File: config.mk
export PLATFORM = sky130hd
export DESIGN_NAME = axi4_lite_mst
export DESIGN_NICKNAME = d
export VERILOG_FILES = /design/src/rtl/axi4_lite_mst.sv
export SDC_FILE = /design/constraint.sdc
export NUM_CORES = 1
export LEC_CHECK = 0
export CAP_MARGIN = 10
export CORE_ASPECT_RATIO = 2
export CORE_UTILIZATION = 47
export CTS_BUF_LIST = sky130_fd_sc_hd__clkbuf_8
export DETAILED_ROUTE_END_ITERATION = 7
export GPL_TIMING_DRIVEN = 0
export PLACE_DENSITY = 0.89
export SYNTH_ARGS = -nofsm -noshare
export SYNTH_HDL_FRONTEND = slang
export SYNTH_SLANG_ARGS = --single-unit
File: constraint.sdc
create_clock -name axi4_lite_clk -period 6.75 [get_ports axi4_lite_clk]
set_input_delay 1.0125 -clock axi4_lite_clk [delete_from_list [all_inputs] [get_ports axi4_lite_clk]]
set_output_delay 1.0125 -clock axi4_lite_clk [all_outputs]
set_load 0.02 [all_outputs]
File: src/rtl/axi4_lite_mst.sv
// axi4_lite_mst: single-outstanding AXI4-Lite initiator that turns local
// commands into AW/W/B or AR/R transactions with a completion watchdog.
module axi4_lite_mst #(
    parameter int          U_DLY   = 1,
    parameter logic [15:0] TIMEOUT = 16'd1023
) (
    input  logic        axi4_lite_clk,
    input  logic        rst_n,
    input  logic        cmd_valid,
    output logic        cmd_ready,
    input  logic        cmd_wr,
    input  logic [31:0] cmd_addr,
    input  logic [31:0] cmd_wdata,
    output logic        rsp_valid,
    output logic [31:0] rsp_rdata,
    output logic [1:0]  rsp_resp,
    output logic        rsp_timeout,
    output logic        awvalid,
    input  logic        awready,
    output logic [31:0] awaddr,
    output logic        wvalid,
    input  logic        wready,
    output logic [31:0] wdata,
    output logic [3:0]  wstrb,
    input  logic        bvalid,
    output logic        bready,
    input  logic [1:0]  bresp,
    output logic        arvalid,
    input  logic        arready,
    output logic [31:0] araddr,
    input  logic        rvalid,
    output logic        rready,
    input  logic [31:0] rdata,
    input  logic [1:0]  rresp
);

    typedef enum logic [2:0] {
        IDLE,
        WR_AW_W,
        WR_B,
        RD_AR,
        RD_R,
        DONE
    } state_t;

    state_t      state;
    state_t      state_nxt;
    logic        aw_done;
    logic        w_done;
    logic [31:0] addr_q;
    logic [31:0] wdata_q;
    logic [15:0] wd_cnt;
    logic        busy;
    logic        wd_fire;
    logic        accept;
    logic        aw_hs;
    logic        w_hs;

    if (U_DLY < 0) begin : g_udly_chk
        $error("U_DLY must not be negative");
    end

    assign busy    = (state != IDLE) && (state != DONE);
    assign wd_fire = busy && (TIMEOUT != 16'd0)
                     && ((wd_cnt + 16'd1) == TIMEOUT);
    assign accept  = cmd_valid && cmd_ready;
    assign aw_hs   = awvalid && awready;
    assign w_hs    = wvalid && wready;

    assign awaddr = addr_q;
    assign araddr = addr_q;
    assign wdata  = wdata_q;
    assign wstrb  = 4'hF;

    always_ff @(posedge axi4_lite_clk or negedge rst_n) begin
        if (!rst_n) begin
            state <= IDLE;
        end else begin
            state <= state_nxt;
        end
    end

    always_comb begin
        state_nxt = state;
        unique case (state)
            IDLE: begin
                if (cmd_valid) begin
                    state_nxt = cmd_wr ? WR_AW_W : RD_AR;
                end
            end
            WR_AW_W: begin
                if (wd_fire) begin
                    state_nxt = DONE;
                end else if ((aw_done || aw_hs) && (w_done || w_hs)) begin
                    state_nxt = WR_B;
                end
            end
            WR_B: begin
                if (wd_fire || bvalid) begin
                    state_nxt = DONE;
                end
            end
            RD_AR: begin
                if (wd_fire) begin
                    state_nxt = DONE;
                end else if (arready) begin
                    state_nxt = RD_R;
                end
            end
            RD_R: begin
                if (wd_fire || rvalid) begin
                    state_nxt = DONE;
                end
            end
            DONE: state_nxt = IDLE;
            default: state_nxt = IDLE;
        endcase
    end

    // Handshake outputs decode straight from state so async reset drops them at once
    always_comb begin
        cmd_ready = 1'b0;
        awvalid   = 1'b0;
        wvalid    = 1'b0;
        bready    = 1'b0;
        arvalid   = 1'b0;
        rready    = 1'b0;
        rsp_valid = 1'b0;
        unique case (state)
            IDLE: cmd_ready = 1'b1;
            WR_AW_W: begin
                awvalid = !aw_done;
                wvalid  = !w_done;
            end
            WR_B:  bready    = 1'b1;
            RD_AR: arvalid   = 1'b1;
            RD_R:  rready    = 1'b1;
            DONE:  rsp_valid = 1'b1;
            default: ;
        endcase
    end

    always_ff @(posedge axi4_lite_clk or negedge rst_n) begin
        if (!rst_n) begin
            addr_q      <= 32'd0;
            wdata_q     <= 32'd0;
            aw_done     <= 1'b0;
            w_done      <= 1'b0;
            wd_cnt      <= 16'd0;
            rsp_rdata   <= 32'd0;
            rsp_resp    <= 2'b00;
            rsp_timeout <= 1'b0;
        end else begin
            if (accept) begin
                addr_q  <= {cmd_addr[31:2], 2'b00};
                wdata_q <= cmd_wdata;
                aw_done <= 1'b0;
                w_done  <= 1'b0;
                wd_cnt  <= 16'd0;
            end else if (busy) begin
                wd_cnt <= wd_cnt + 16'd1;
            end
            if (aw_hs) begin
                aw_done <= 1'b1;
            end
            if (w_hs) begin
                w_done <= 1'b1;
            end
            // The watchdog outranks a handshake landing in the same cycle
            if (wd_fire) begin
                rsp_rdata   <= 32'd0;
                rsp_resp    <= 2'b10;
                rsp_timeout <= 1'b1;
            end else if (bvalid && bready) begin
                rsp_rdata   <= 32'd0;
                rsp_resp    <= bresp;
                rsp_timeout <= 1'b0;
            end else if (rvalid && rready) begin
                rsp_rdata   <= rdata;
                rsp_resp    <= rresp;
                rsp_timeout <= 1'b0;
            end
        end
    end

endmodule
Fig. 1: run 1, selected gate families
Scale: 3 px per um.
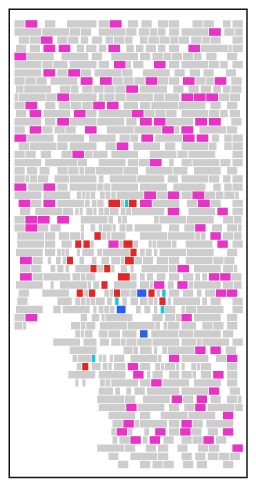
- multiplexers: magenta (cells 99; where all over the die)
- inverters: cyan (cells 5)
- AND and OR gates: red (cells 19; where center)
- AND-OR and OR-AND gates: blue (cells 3)

Fig. 2: run 1, a small window of the routed layout
Window x 24 to 54, y 63 to 93 um. Cells in gray, sequential cells in the stronger gray; small squares are vias.
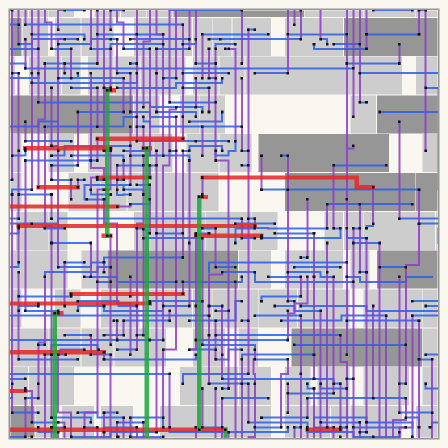
- met3: red
- met1: blue
- met2: purple
- met4: green
- cells with their middle in the window: 83
- sequential cells in the window: 6
- netlist names of flops here include: `state` (3), `wd_cnt` (2)
- most frequent: nand2_1 (7), o21ai_0 (7)

==> results_slide.txt, run 1 <==
Key Metrics from the Run

Synthesis
  – MUX area fraction: 0.193
  – Yosys Warn Count: 0
  – Ys flops: 118
  – Mean Syn Cell Area: 11.9 um2
  – Cell area leaders: dfrtp_1 53%, mux2_2 13%, mux2i_1 6.5%, buf_4 5.3%, nor3_1 2.3%
  – Cell Type Count: 45
  – Xor+xnor area frac: 0.0111
  – EDFF count, synth: 0
  – Asr flop ratio synth: 1.00
  – Most used flip-flop cell: dfrtp_1
  – Top cell area share: 0.533
  – AND-OR/OR-AND share of the synthesized area: 0.0512
  – Yosys stat area: 0.00554 mm2
  – Cells in synth_stat.txt: 467

Run
  – OpenROAD warning count: 29
  – Max_cap viols: 0

Critical path
  – R2R setup slack: 3.68 ns
  – CP max stage delay: 0.71 ns
  – Crit-path max FO: 10
  – Startpoint Class: flop
  – Worst EP required: 5.74 ns
  – WP data arrival: 2.13 ns
  – Crit Path Category: flop to primary output
  – Critical path's slowest cell: clkdlybuf4s50_1
  – Reg2reg path depth: 8
  – R2R Path Start: wd_cnt[0]
  – CP Capture Type: primary output
  – Reg2reg end: state[1]
  – CP Cell Sequence: clkbuf_1 > nor3_1 > clkdlybuf4s50_1

Pwr
  – Sequential cell power: 1.27 mW
  – Int Pwr: 2.69 mW
  – Pwr Total: 4.37 mW
  – Leakage: 3.65 nW
  – Psw: 1.68 mW
  – Reg power frac: 0.290
  – Power Dens Cells: 506 mW/mm2
  – Top Consumer: combinational cells

Run status
  – Outcome: finished clean

GRT
  – GRT busiest layer: met2
  – Met1 usage: 0.264
  – GR Util met2: 0.508
  – M3 GR Usage: 0.0854
  – Initial antenna violation count: 0
  – Overflow after GRT: 0
  – Pin count of the biggest net entering global routing: 86

Floorplanning
  – Die span in y: 156 um
  – FP Rows: 55
  – Init Core Util: 0.485
  – Core area: 0.0114 mm2
  – Die ar.: 0.0123 mm2
  – Die W: 78.8 um

Clock network
  – CTS resizes: 0
  – CTS tree: built
  – Clock sink count: 118
  – Post-CTS setup buffer count: 0
  – # H-tree levels: 4
  – Clock-pin slew on the worst setup and hold paths: 0.08 ns
  – Latency at later pin: 0.44 ns

Layout
  – Non-clk invs: 5
  – CLK BUF: 18
  – # diodes: 0
  – Top class by area: registers
  – Multi-input gate share of total cell area: 0.248
  – Final-layout fill cell count: 727
  – Share of cells above drive strength 1: 0.221
  – Clock-cell share of area: 0.0543
  – MI comb cells: 282
  – Area growth syn-to-layout: 55.9%
  – Most instantiated logic cells after routing: 239 x clkdlybuf4s50_1, 118 x dfrtp_1, 63 x mux2_2

STA
  – Final setup margin: 3.60 ns
  – Setup TNS: 0 ns
  – Final period util: 0.466
  – Final setup viols: 0
  – Clock Skew: 0.0120 ns
  – RSZ-0062 raised after global routing: false
  – Worst slew margin: 0.532
  – Final Slew Violations: 0
  – Final Hold Viols: 0

Placement
  – Input/output buffers: 240
  – Routability congestion estimate: 0.945
  – HPWL Detailed: 12,600 um
  – Inst Count DP: 856
  – DP Worst Slack: 3.56 ns

Hold path
  – Worst Hold Class: input pin to asynchronous set/reset pin

Route
  – Met3 WL post-DR: 1160 um
  – Metal2 WL: 9090 um
  – Via-to-Cell Ratio: 5.26
  – Metal1 wirelength: 5320 um
  – Remaining routing DRC violations: 0
  – TritonRoute pass-1 iters: 4
Fig. 3: run 1, cell placement
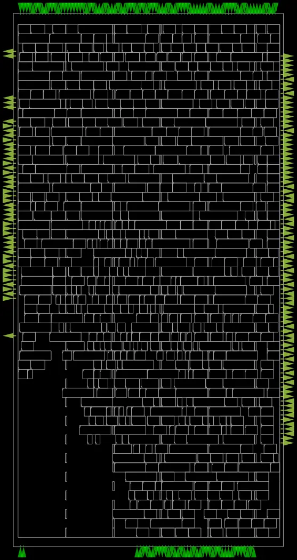
Layout Cells excl Fill: 888
fin util: 0.757
Tap Count: 142
flop share of the area: 0.342
Flop Count: 118

Fig. 4: run 1, wire density map
Scale: 2 px per um. The die is cut into 16 by 31 equal tiles; dark purple is low, yellow is high, scaled to the fullest tile. Values are wire area over tile area, all layers added.
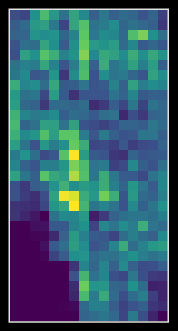
- emptiest ninth of the die: lower left
- mean over tiles: 0.22
- tiles over half the peak: 22%
gr usage total: 0.273
routed via count: 4,670
final wirelength: 16,200 um
DR WL/cell: 18.3 um

[run 1: critical path: cells and delay by family (launching register included)]
family        cells  cell delay [ns]
buf+inv           2             0.91
flops             1             0.37
simple gates      1             0.42
[run 1: cells by family after synthesis]
family / count (synthesis)
DFF: 118
muxes: 99
xor gates and xnor gates: 7
and+or+nand+nor: 117
AOI/OAI and AO/OA: 49
buffers and inverters: 73
other: 2
adders and majority gates: 2
[run 1: synth_stat cells, types with 3 or more instances]
master    number
mux2_2        63
clkbuf_1      13
nor3_2        10
and2_1         5
nor2b_1        3
nand2_1       21
and3_1         5
nand3_1        7
buf_1          4
dfrtp_1      118
inv_1          5
xor2_1         5
nor2_1        17
or2_2          4
nor3_1        26
mux2i_1       36
buf_2          6
buf_6          6
o21ai_0       23
buf_4         39
a21oi_1       11
nand4_1        7
o31ai_1        4
==> run 2, diff against run 1 <==
- CORE_UTILIZATION: 47 -> 39
- PLACE_DENSITY: 0.89 -> 0.79
- clock period: 6.75 -> 2.8 ns (I/O delays scaled with it)
Fig. 5: run 2, selected gate families
Scale: 3 px per um.
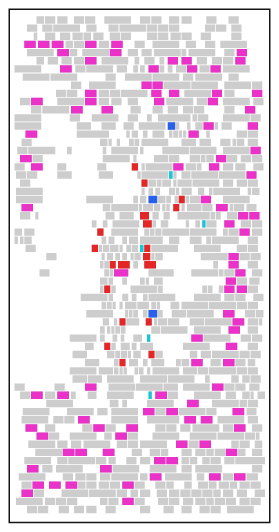
- AND-OR and OR-AND gates: blue (cells 3)
- inverters: cyan (cells 5; where center)
- multiplexers: magenta (cells 99; where all over the die)
- AND and OR gates: red (cells 19; where center)
multi-input gate share of total cell area: 0.248
dominant logic cell type in the layout: clkdlybuf4s50_1
Layout Cells excl Fill: 938

Fig. 6: run 2, wire density map
Scale: 2 px per um. The die is cut into 17 by 34 equal tiles; dark purple is low, yellow is high, scaled to the fullest tile. Values are wire area over tile area, all layers added.
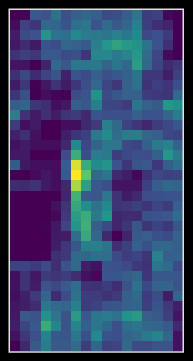
- mean over tiles: 0.16
- densest ninth of the die: center
- nearly empty tiles: 9.0%
gr usage total: 0.204
final wirelength: 14,900 um
routed via count: 4,557

==> run 2 against run 1 <==
  * Synthesized cell count unchanged
  * Die size up 20%
  * Via count down 2.4%
  * Synthesized area unchanged
  * Hold slack worse by 0.011 ns
  * Critical endpoint is now rsp_rdata[9]
  * Sequential cell count unchanged
  * Register-to-register slack worse by 3.5 ns
  * Cell area up 1.1%
==> results_slide.txt, run 2 <==
Key Metrics from the Run

Layout
  – # diodes: 0 (unchanged)
  – Flop Count: 118 (unchanged)
  – Flop share of the area: 0.338 (-0.00381)
  – Area growth syn-to-layout: 57.7%
  – Share of cells above drive strength 1: 0.230 (+0.00846)
  – CLK BUF: 18 (unchanged)
  – Clock-cell share of area: 0.0512 (-0.00304)
  – Most instantiated logic cells after routing: 239 x clkdlybuf4s50_1, 118 x dfrtp_1, 63 x mux2_2
  – Final-layout fill cell count: 1,150 (+58%)
  – MI comb cells: 282 (unchanged)

Synthesis
  – EDFF count, synth: 0 (unchanged)
  – Yosys stat area: 0.00554 mm2 (unchanged)
  – Yosys top cell by instances: dfrtp_1
  – Cell Type Count: 45 (unchanged)
  – Top cell area share: 0.533 (unchanged)
  – Ys flops: 118 (unchanged)
  – Mean Syn Cell Area: 11.9 um2 (unchanged)
  – Asr flop ratio synth: 1.00 (unchanged)
  – Yosys Warn Count: 0 (unchanged)
  – Most used flip-flop cell: dfrtp_1
  – Post-synth top cells: 118 x dfrtp_1, 63 x mux2_2, 39 x buf_4
  – Cell area leaders: dfrtp_1 53%, mux2_2 13%, mux2i_1 6.5%, buf_4 5.3%, nor3_1 2.3%

Pwr
  – Int Pwr: 6.40 mW (+140%)
  – Top Consumer: combinational cells
  – Sequential cell power: 3.03 mW (+140%)
  – Pwr Total: 10.3 mW (+140%)
  – Leakage: 3.68 nW (+0.83%)
  – Reg power frac: 0.293 (+0.003)

Floorplanning
  – Die span in y: 171 um (+9.7%)
  – Die W: 86.3 um (+9.5%)
  – Die ar.: 0.0147 mm2 (+20%)
  – FP Rows: 61 (+11%)
  – Tap Count: 189 (+33%)
  – Init Core Util: 0.399 (-0.0862)
  – Core area: 0.0139 mm2 (+22%)

Critical path
  – R2R Path Start: wd_cnt[0]
  – Worst EP required: 3.07 ns (-2.67 ns)
  – Crit Path Category: flop to flop
  – CP Capture Type: flop
  – Reg2reg end: rsp_rdata[9]
  – Startpoint Class: flop
  – WP data arrival: 2.85 ns (+0.72 ns)

STA
  – Final Hold Viols: 0 (unchanged)
  – Worst slew margin: 0.529 (-0.00264)
  – Final setup viols: 0 (unchanged)
  – Final period util: 0.923
  – Clock Skew: 0.0206 ns (+0.00854 ns)
  – Final Slew Violations: 0 (unchanged)
  – RSZ-0062 raised after global routing: false

GRT
  – GR Util met2: 0.379 (-0.129)
  – Overflow after GRT: 0 (unchanged)
  – M3 GR Usage: 0.0449 (-0.0405)

Placement
  – HPWL Detailed: 11,500 um (-8.9%)
  – Routability congestion estimate: 0.855 (-9.6%)
  – Input/output buffers: 240 (unchanged)

Route
  – Remaining routing DRC violations: 0 (unchanged)
  – Via-to-Cell Ratio: 4.86 (-7.6%)
  – DR WL/cell: 15.9 um (-13%)
  – TritonRoute pass-1 iters: 5 (+1)
  – Metal1 wirelength: 5280 um (-0.73%)

Clock network
  – Latency at later pin: 0.42 ns (-0.02 ns)
  – Post-CTS setup buffer count: 3 (+3)
  – # H-tree levels: 4 (unchanged)
  – Clock sink count: 118 (unchanged)
  – Clock-pin slew on the worst setup and hold paths: 0.08 ns (about the same)

Run
  – Max_cap viols: 0 (unchanged)

Hold path
  – Worst Hold Class: input pin to asynchronous set/reset pin

Run status
  – Outcome: finished clean
-- run 2: critical path, stage by stage (launching register included) --
cell and delay [ns]:
dfrtp_1 0.42, ha_1 0.34, nand2_1 0.14, o31ai_1 0.26
a32oi_1 0.24, or2_2 0.37, nor4_4 0.25, buf_4 0.19
buf_6 0.17, nor3_2 0.06
-- run 2: logic make-up after synthesis --
kind of cell / share of synthesized area
DFF: 0.533
and+or+nand+nor: 0.121
muxes: 0.193
buffers and inverters: 0.0853
AOI/OAI and AO/OA: 0.0512
xor gates and xnor gates: 0.0111
adders and majority gates: 0.00451
other: 0.00135
-- run 2: through the flow --
stage	instance area, um2	setup slack [ns]	cells
after floorplan	5570	0.313	473
after global placement	8200	-3.13	902
after detailed placement	8230	-0.0787	903
after CTS	8720	0.0406	939
after global routing	8740	0.0248	938
final	8740	0.216	938
==> run 3, diff against run 2 <==
- CORE_MARGIN: unset -> 2
Fig. 7: run 3, cell placement
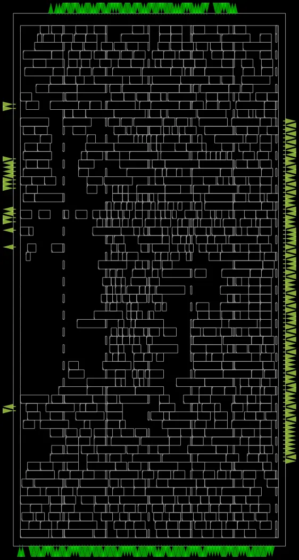
fin util: 0.624
FP Rows: 61
Layout Cells excl Fill: 937

Fig. 8: run 3, wire density map
Scale: 2 px per um. The die is cut into 18 by 35 equal tiles; dark purple is low, yellow is high, scaled to the fullest tile. Values are wire area over tile area, all layers added.
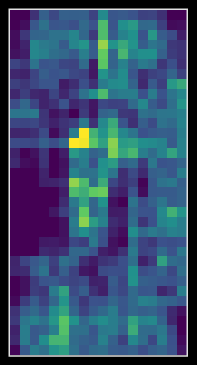
- mean over tiles: 0.16
- fullest tile: 0.56
- emptiest ninth of the die: middle left
routed via count: 4,539
gr usage total: 0.199
final wirelength: 15,200 um
DR WL/cell: 16.3 um

==> run 3 against run 2 <==
  * Sequential cell count is the same
  * Utilization shrank 0.48 points
  * Total power shrank 0.87%
  * Sequential power is essentially flat
  * Via count shrank 0.39%
  * Maximum frequency shrank 0.73%
  * Clock skew shrank 0.0058 ns
  * Clock power shrank 6%
  * Routed wire length grew 2.0%
  * Combinational power is essentially flat
  * Die size grew 3.5%
  * Critical path depth is the same
  * Critical path type unchanged
  * Largest cell class unchanged
  * Largest power group unchanged
==> results_slide.txt, run 3 <==
Key Metrics from the Run

STA
  – Worst slew margin: 0.511 (-0.0189)
  – Clock Skew: 0.0148 ns (-0.00578 ns)
  – RSZ-0062 raised after global routing: false
  – Final setup viols: 0 (unchanged)
  – Final setup margin: 0.197 ns (-0.0190 ns)
  – Final period util: 0.929 (+0.00678)
  – Final Slew Violations: 0 (unchanged)

Placement
  – HPWL Detailed: 11,900 um (+3.8%)
  – Input/output buffers: 240 (unchanged)
  – DP Area: 0.00823 mm2 (unchanged)
  – DP Worst Slack: -0.0283 ns (+0.0503 ns)

Layout
  – Area growth syn-to-layout: 56.5%
  – Share of cells above drive strength 1: 0.226 (-0.00370)
  – Most instantiated logic cells after routing: 239 x clkdlybuf4s50_1, 118 x dfrtp_1, 63 x mux2_2
  – # diodes: 0 (unchanged)
  – Cell area after layout: 0.00867 mm2 (-0.76%)

Floorplanning
  – Init Core Util: 0.399 (unchanged)
  – Die ar.: 0.0152 mm2 (+3.5%)
  – Core area: 0.0139 mm2 (unchanged)
  – Die span in y: 173 um (+1.2%)

Critical path
  – CP max stage delay: 0.44 ns (+0.02 ns)
  – Critical path's slowest cell: nor4_1
  – CP Buf/Inv Count: 2 (unchanged)
  – R2R Path Start: wd_cnt[0]
  – CP Cell Sequence: ha_1 > nand2_1 > nor4_1 > mux2i_1 > nand2_1 > nor4_4 > buf_4 > buf_6 > nor3_2
  – Worst EP required: 3.07 ns (about the same)
  – Crit Path Category: flop to flop
  – Crit path max-delay family: simple AND/OR/NAND/NOR gates
  – Path length in cells of the critical path: 9 (unchanged)
  – Startpoint Class: flop
  – WP data arrival: 2.88 ns (+0.03 ns)
  – Reg2reg end: rsp_rdata[3]
  – Most used cell, CP: nand2_1
  – CP Capture Type: flop

Run status
  – Outcome: finished clean

Pwr
  – Pwr Total: 10.3 mW (-0.87%)
  – Reg power frac: 0.295 (+0.002)
  – Leakage: 3.65 nW (-0.73%)
  – Int Pwr: 6.28 mW (-1.9%)
  – Sequential cell power: 3.03 mW (about the same)

Clock network
  – Clock sink count: 118 (unchanged)
  – Latency at later pin: 0.42 ns (about the same)
  – Post-CTS setup buffer count: 2 (-1)
  – Clock-pin slew on the worst setup and hold paths: 0.07 ns (about the same)
  – # H-tree levels: 4 (unchanged)

Synthesis
  – Yosys Warn Count: 0 (unchanged)
  – Cell Type Count: 45 (unchanged)
  – Asr flop ratio synth: 1.00 (unchanged)
  – Mean Syn Cell Area: 11.9 um2 (unchanged)
  – Top cell area share: 0.533 (unchanged)
  – Most used flip-flop cell: dfrtp_1
  – Cell area leaders: dfrtp_1 53%, mux2_2 13%, mux2i_1 6.5%, buf_4 5.3%, nor3_1 2.3%
  – Yosys stat area: 0.00554 mm2 (unchanged)
  – Post-synth top cells: 118 x dfrtp_1, 63 x mux2_2, 39 x buf_4
  – Ys flops: 118 (unchanged)
  – Yosys top cell by instances: dfrtp_1

Route
  – Remaining routing DRC violations: 0 (unchanged)
  – Via-to-Cell Ratio: 4.84 (-0.29%)
  – Metal1 wirelength: 5200 um (-1.5%)

GRT
  – GR Util met2: 0.374 (-0.00485)
  – M3 GR Usage: 0.0372 (-0.00763)
  – Overflow after GRT: 0 (unchanged)

Run
  – Max_cap viols: 0 (unchanged)

Hold path
  – Worst Hold Class: flop to flop
==> run 3: cell type report <==
class | instances | area share
buffer | 67 | 0.0521
timing repair buffer | 244 | 0.283
inverter | 5 | 0.00216
clock buffer | 17 | 0.0270
multi-input combinational | 282 | 0.247
tap | 189 | 0.0273
clock inverter | 15 | 0.0206
sequential | 118 | 0.340
==> run 3: cell families after synthesis <==
logic type               count (synthesis)  synth area share
AND/OR/NAND/NOR                        117             0.121
other                                    2           0.00135
XOR/XNOR                                 7            0.0111
AND-OR/OR-AND                           49            0.0512
multiplexers                            99             0.193
flip-flops                             118             0.533
adder cells (fa/ha/maj)                  2           0.00451
buffers and inverters                   73            0.0853
No activity file was given, so power comes from the tool's default toggle rates.
